run_1/port_nets.png
Scale bar: 20 um.
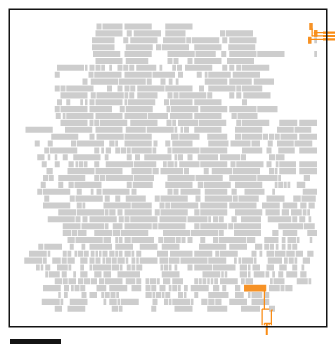
run_1/final_congestion.png
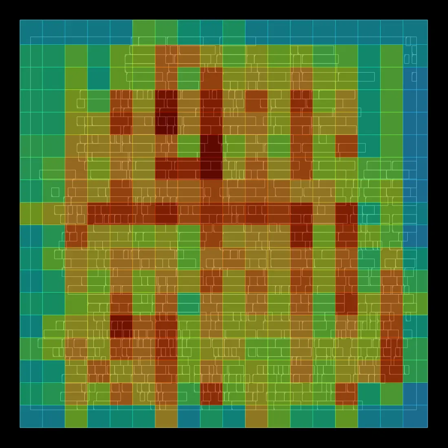
run_1/met2.png
Cells faint in the background.
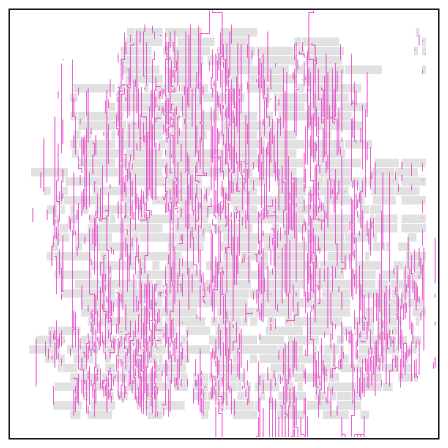
==> config.mk <==
export PLATFORM = sky130hd
export DESIGN_NAME = text_prompt_screen
export DESIGN_NICKNAME = d
export VERILOG_FILES = /design/src/rtl/text_screen_pkg.sv /design/src/rtl/text_pixel_pipe.sv /design/src/rtl/text_prompt_screen.sv
export SDC_FILE = /design/constraint.sdc
export NUM_CORES = 1
export LEC_CHECK = 0
export CORE_MARGIN = 3
export CORE_UTILIZATION = 54
export DETAILED_ROUTE_END_ITERATION = 8
export DONT_BUFFER_PORTS = 1
export MAX_ROUTING_LAYER = met4
export PLACE_DENSITY = 0.76
export SYNTH_ARGS = -nofsm -noshare
export SYNTH_HDL_FRONTEND = slang
export SYNTH_HIERARCHICAL = 1
export SYNTH_SLANG_ARGS = --single-unit
==> constraint.sdc <==
create_clock -name clk -period 5.9 [get_ports clk]
set_clock_uncertainty 0.05 [all_clocks]
set_input_delay 1.18 -clock clk [delete_from_list [all_inputs] [get_ports clk]]
set_output_delay 1.18 -clock clk [all_outputs]
set_load 0.1 [all_outputs]
==> results.sh, run 1 <==
# source this file to load flow results
export IMPL_outcome="finished, final reports clean"
export IMPL_nNonClkInverters=15
export IMPL_dp_hpwl_mm=11.6
export IMPL_diodes=0
export IMPL_yosys_area_mm2=0.00763
export IMPL_avgSynthCellArea_um2=12.3
export IMPL_aoi_share=0.0525
export IMPL_hp_class="flop to flop"
export IMPL_met1_usage=0.306
export IMPL_route_detailed_drc=0
export IMPL_final_setup_viol_count=0
export IMPL_cts_sinks=145
export IMPL_lay_top_cells="edfxtp_1 (112), and2_1 (99), mux4_2 (37)"
export IMPL_clockPowerShare=0.418
export IMPL_hold_buffers=0
export IMPL_logic_family="simple AND/OR/NAND/NOR gates"
export IMPL_relSlewSlack=0.291
export IMPL_arrival_ns=4.51
export IMPL_tightestPinTransition_ns=1.07
export IMPL_synth_top_area_share=0.441
export IMPL_buffers=19
export IMPL_seq_power_share=0.444
export IMPL_yosysTopAreaCell="edfxtp_1"
export IMPL_drtAntennaViolNets=0
export IMPL_synth_flops=145
export IMPL_critPathSlowestCell="mux4_2"
export IMPL_top_cells_by_count="edfxtp_1 (112), and2_1 (99), mux4_2 (37)"
export IMPL_whs_ns=0.443
export IMPL_cp_start_kind="primary input"
export IMPL_seq_area_frac=0.465
export IMPL_wirelength_met1_mm=6.79
export IMPL_cts_buffer_depth=2
export IMPL_path_depth=12
export IMPL_crit_path_frequent_cell="mux4_2"
export IMPL_internal_power_mw=1.99
export IMPL_seq_cell_count=145
export IMPL_synthArstFlopShare=0
export IMPL_dr_pass1_iters=7
export IMPL_critPathMaxFanout=18
export IMPL_fin_cells=811
export IMPL_ys_cells=622
export IMPL_design_area_mm2=0.00867
export IMPL_mux_area_frac=0.112
export IMPL_grt_pass1_vias=4778
export IMPL_die_area_mm2=0.0156
export IMPL_drt_iter0_markers=531
export IMPL_cpLargestDelayFamily="simple AND/OR/NAND/NOR gates"
export IMPL_ys_seq_share=0.528
export IMPL_clock_latency_ns=0.42
export IMPL_nonClkBufAreaFrac=0.0294
export IMPL_lay_top_count="edfxtp_1"
export IMPL_clockNetworkAreaShare=0.0730
export IMPL_top_cell="edfxtp_1"
export IMPL_nMultiInputCombCells=424
export IMPL_p_seq_mw=1.19
export IMPL_area_growth_pct=13.7
export IMPL_rsz0062_at_grt="no"
export IMPL_comb_share=0.401
export IMPL_ys_warnings_count=6
export IMPL_synth_cells=622
## Picture notes: port_nets.png
Green -> orange  # bits 4, direction output, end cells 4, buffers 1, wire 47.3 um
total I/O pin count: 75
IO Port Bufs: 0

## Picture notes: final_congestion.png
met3 Use GR: 0.0592
Total Routing Usage GR: 0.229
post-route core utilization: 0.642
routed len/inst: 20.6 um

## Picture notes: met2.png
main direction = vertical
wire length on this layer = 8140 um
met2 Use GR: 0.351
WL final: 16.7 mm
vias post-DR: 4939

run_1/met1.png
Supply wires on this layer in grey. Cells faint in the background.
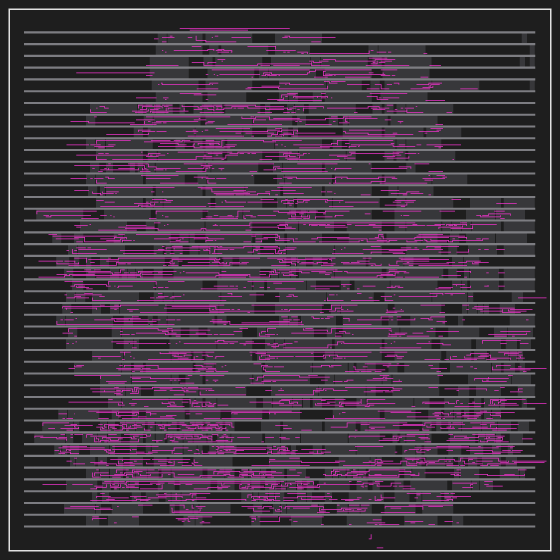

## Run 2: what changed since run 1
--- a/config.mk
+++ b/config.mk
@@ -6,11 +6,11 @@
 export NUM_CORES = 1
 export LEC_CHECK = 0
 export CORE_MARGIN = 3
-export CORE_UTILIZATION = 54
+export CORE_UTILIZATION = 35
 export DETAILED_ROUTE_END_ITERATION = 8
 export DONT_BUFFER_PORTS = 1
 export MAX_ROUTING_LAYER = met4
-export PLACE_DENSITY = 0.76
+export PLACE_DENSITY = 0.55
 export SYNTH_ARGS = -nofsm -noshare
 export SYNTH_HDL_FRONTEND = slang
 export SYNTH_HIERARCHICAL = 1
run_2/met1.png
Supply wires on this layer in grey. Cells faint in the background.
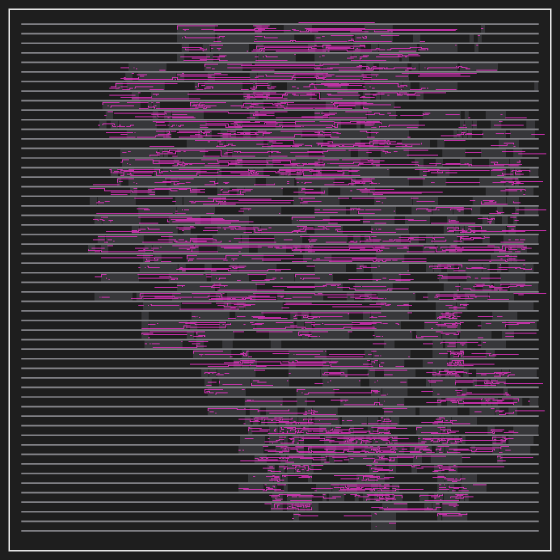
wire length on this layer = 8020 um
share of all routed wire = 43%
WL final: 18.7 mm
GR met1 Demand/Resource: 0.208
vias post-DR: 4961

run_2/met2.png
Cells faint in the background.
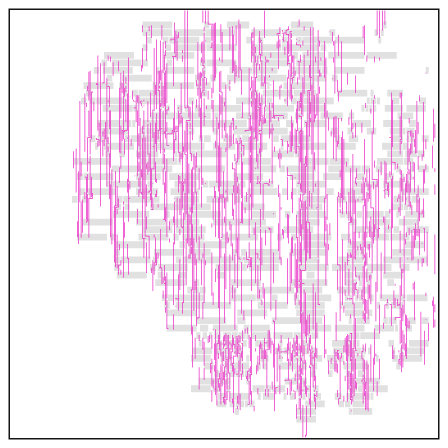
nets with wire on the layer = 579
longest straight run = 92.0 um
main direction = vertical
wire length on this layer = 8960 um
share of all routed wire = 48%
met2 Use GR: 0.261

==> run 2 against run 1 <==
  * Non-clock buffer count up 2
  * Die area grew 51%
  * Largest cell class unchanged
  * Count of clock-buffer cells in the layout down 8
  * Critical path depth increased by 1
  * Worst setup slack improved by 0.035 ns
==> results.sh, run 2 <==
# source this file to load flow results
export IMPL_track_usage=0.166
export IMPL_vdd_drop_max_mv=0.193
export IMPL_top_cell="edfxtp_1"
export IMPL_synthArstFlopShare=0
export IMPL_clockNetworkAreaShare=0.0663
export IMPL_lay_top_count="edfxtp_1"
export IMPL_arrival_ns=4.48
export IMPL_drt_iter0_markers=387
export IMPL_nNonClkInverters=15
export IMPL_area_growth_pct=14.8
export IMPL_comb_share=0.397
export IMPL_cpLargestDelayFamily="simple AND/OR/NAND/NOR gates"
export IMPL_utilization=0.413
export IMPL_wl_per_cell_um=20.5
export IMPL_path_cells="inv_1, ha_1, or3b_4, a2111oi_4, o221ai_4, buf_4, nor3_4, buf_12, mux4_2, mux4_2, nor2b_1, nor3b_4, buf_12"
export IMPL_critPathSlowestCell="mux4_2"
export IMPL_hold_buffers=0
export IMPL_nonClkBufAreaFrac=0.0309
export IMPL_cts_buffer_depth=2
export IMPL_adder_share=0.0262
export IMPL_lay_top_cells="edfxtp_1 (112), and2_1 (99), mux4_2 (37)"
export IMPL_fp_util=0.359
export IMPL_ys_cells=622
export IMPL_design_area_mm2=0.00876
export IMPL_relSlewSlack=0.324
export IMPL_synth_cells=622
export IMPL_drtAntennaViolNets=0
export IMPL_mux_area_frac=0.112
export IMPL_tns_ns=0
export IMPL_p_leak_nw=2.91
export IMPL_nClkBuffers=18
export IMPL_clk_pin_slew_ns=0.06
export IMPL_wirelength_met1_mm=8.02
export IMPL_synth_flops=145
export IMPL_gp_congestion=0.817
export IMPL_final_max_slew_viol_count=0
export IMPL_final_setup_viol_count=0
export IMPL_top_cells_by_count="edfxtp_1 (112), and2_1 (99), mux4_2 (37)"
export IMPL_antenna_found_initial=0
export IMPL_n_fill_cell=1969
export IMPL_r2r_slack_ns=2.63
export IMPL_portBuffers=0
export IMPL_cts_root_buf="clkbuf_16"
export IMPL_hold_viol_final=0
export IMPL_tightestPinTransition_ns=1.01
export IMPL_seq_power_share=0.450
export IMPL_synthDistinctLibCells=56
export IMPL_boundaryPins=75
export IMPL_cp_start_kind="primary input"
export IMPL_cts_sinks=145
export IMPL_clock_latency_ns=0.42
export IMPL_outcome="finished, final reports clean"
export IMPL_die_area_mm2=0.0236
export IMPL_yosys_area_mm2=0.00763
export IMPL_hold_path_depth=2
export IMPL_buffers=21
export IMPL_critPathMaxFanout=25
export IMPL_whs_ns=0.443
export IMPL_gr_usage_met3=0.0490
export IMPL_dp_hpwl_mm=13.5
export IMPL_internal_power_mw=1.90
export IMPL_p_seq_mw=1.20
export IMPL_avgSynthCellArea_um2=12.3
export IMPL_ff_type="edfxtp_1"
export IMPL_seq_cell_count=145
export IMPL_hp_class="flop to flop"
export IMPL_synth_area_top_cells="edfxtp_1 (44%), mux4_2 (11%), dfxtp_1 (8.7%)"
export IMPL_route_detailed_drc=0
export IMPL_clockPowerShare=0.404
export IMPL_ff2ff_path_depth=6
export IMPL_logic_family="simple AND/OR/NAND/NOR gates"
export IMPL_nMultiInputCombCells=424
export IMPL_min_period_over_period=0.968
export IMPL_p_sw_mw=0.760
export IMPL_fin_cells=912
export IMPL_h_tree_depth=4
export IMPL_placed_cells=880
export IMPL_rsz0062_at_grt="no"
export IMPL_seq_area_frac=0.460
export IMPL_ys_warnings_count=6
export IMPL_diodes=0
export IMPL_path_depth=13
export IMPL_ys_seq_share=0.528
export IMPL_yosysTopAreaCell="edfxtp_1"
export IMPL_cp_num_buf_inv=4
export IMPL_pg_clk_mw=1.07
export IMPL_grt_pass1_vias=4929
export IMPL_openroad_warnings=33
export IMPL_fin_ws_ns=0.190
export IMPL_logic_area_mm2=0.00348
export IMPL_rows=53
export IMPL_synth_top_area_share=0.441
export IMPL_dr_pass1_iters=4
export IMPL_aoi_share=0.0525
export IMPL_wl_met3_mm=1.44
export IMPL_drive_gt1_frac=0.176
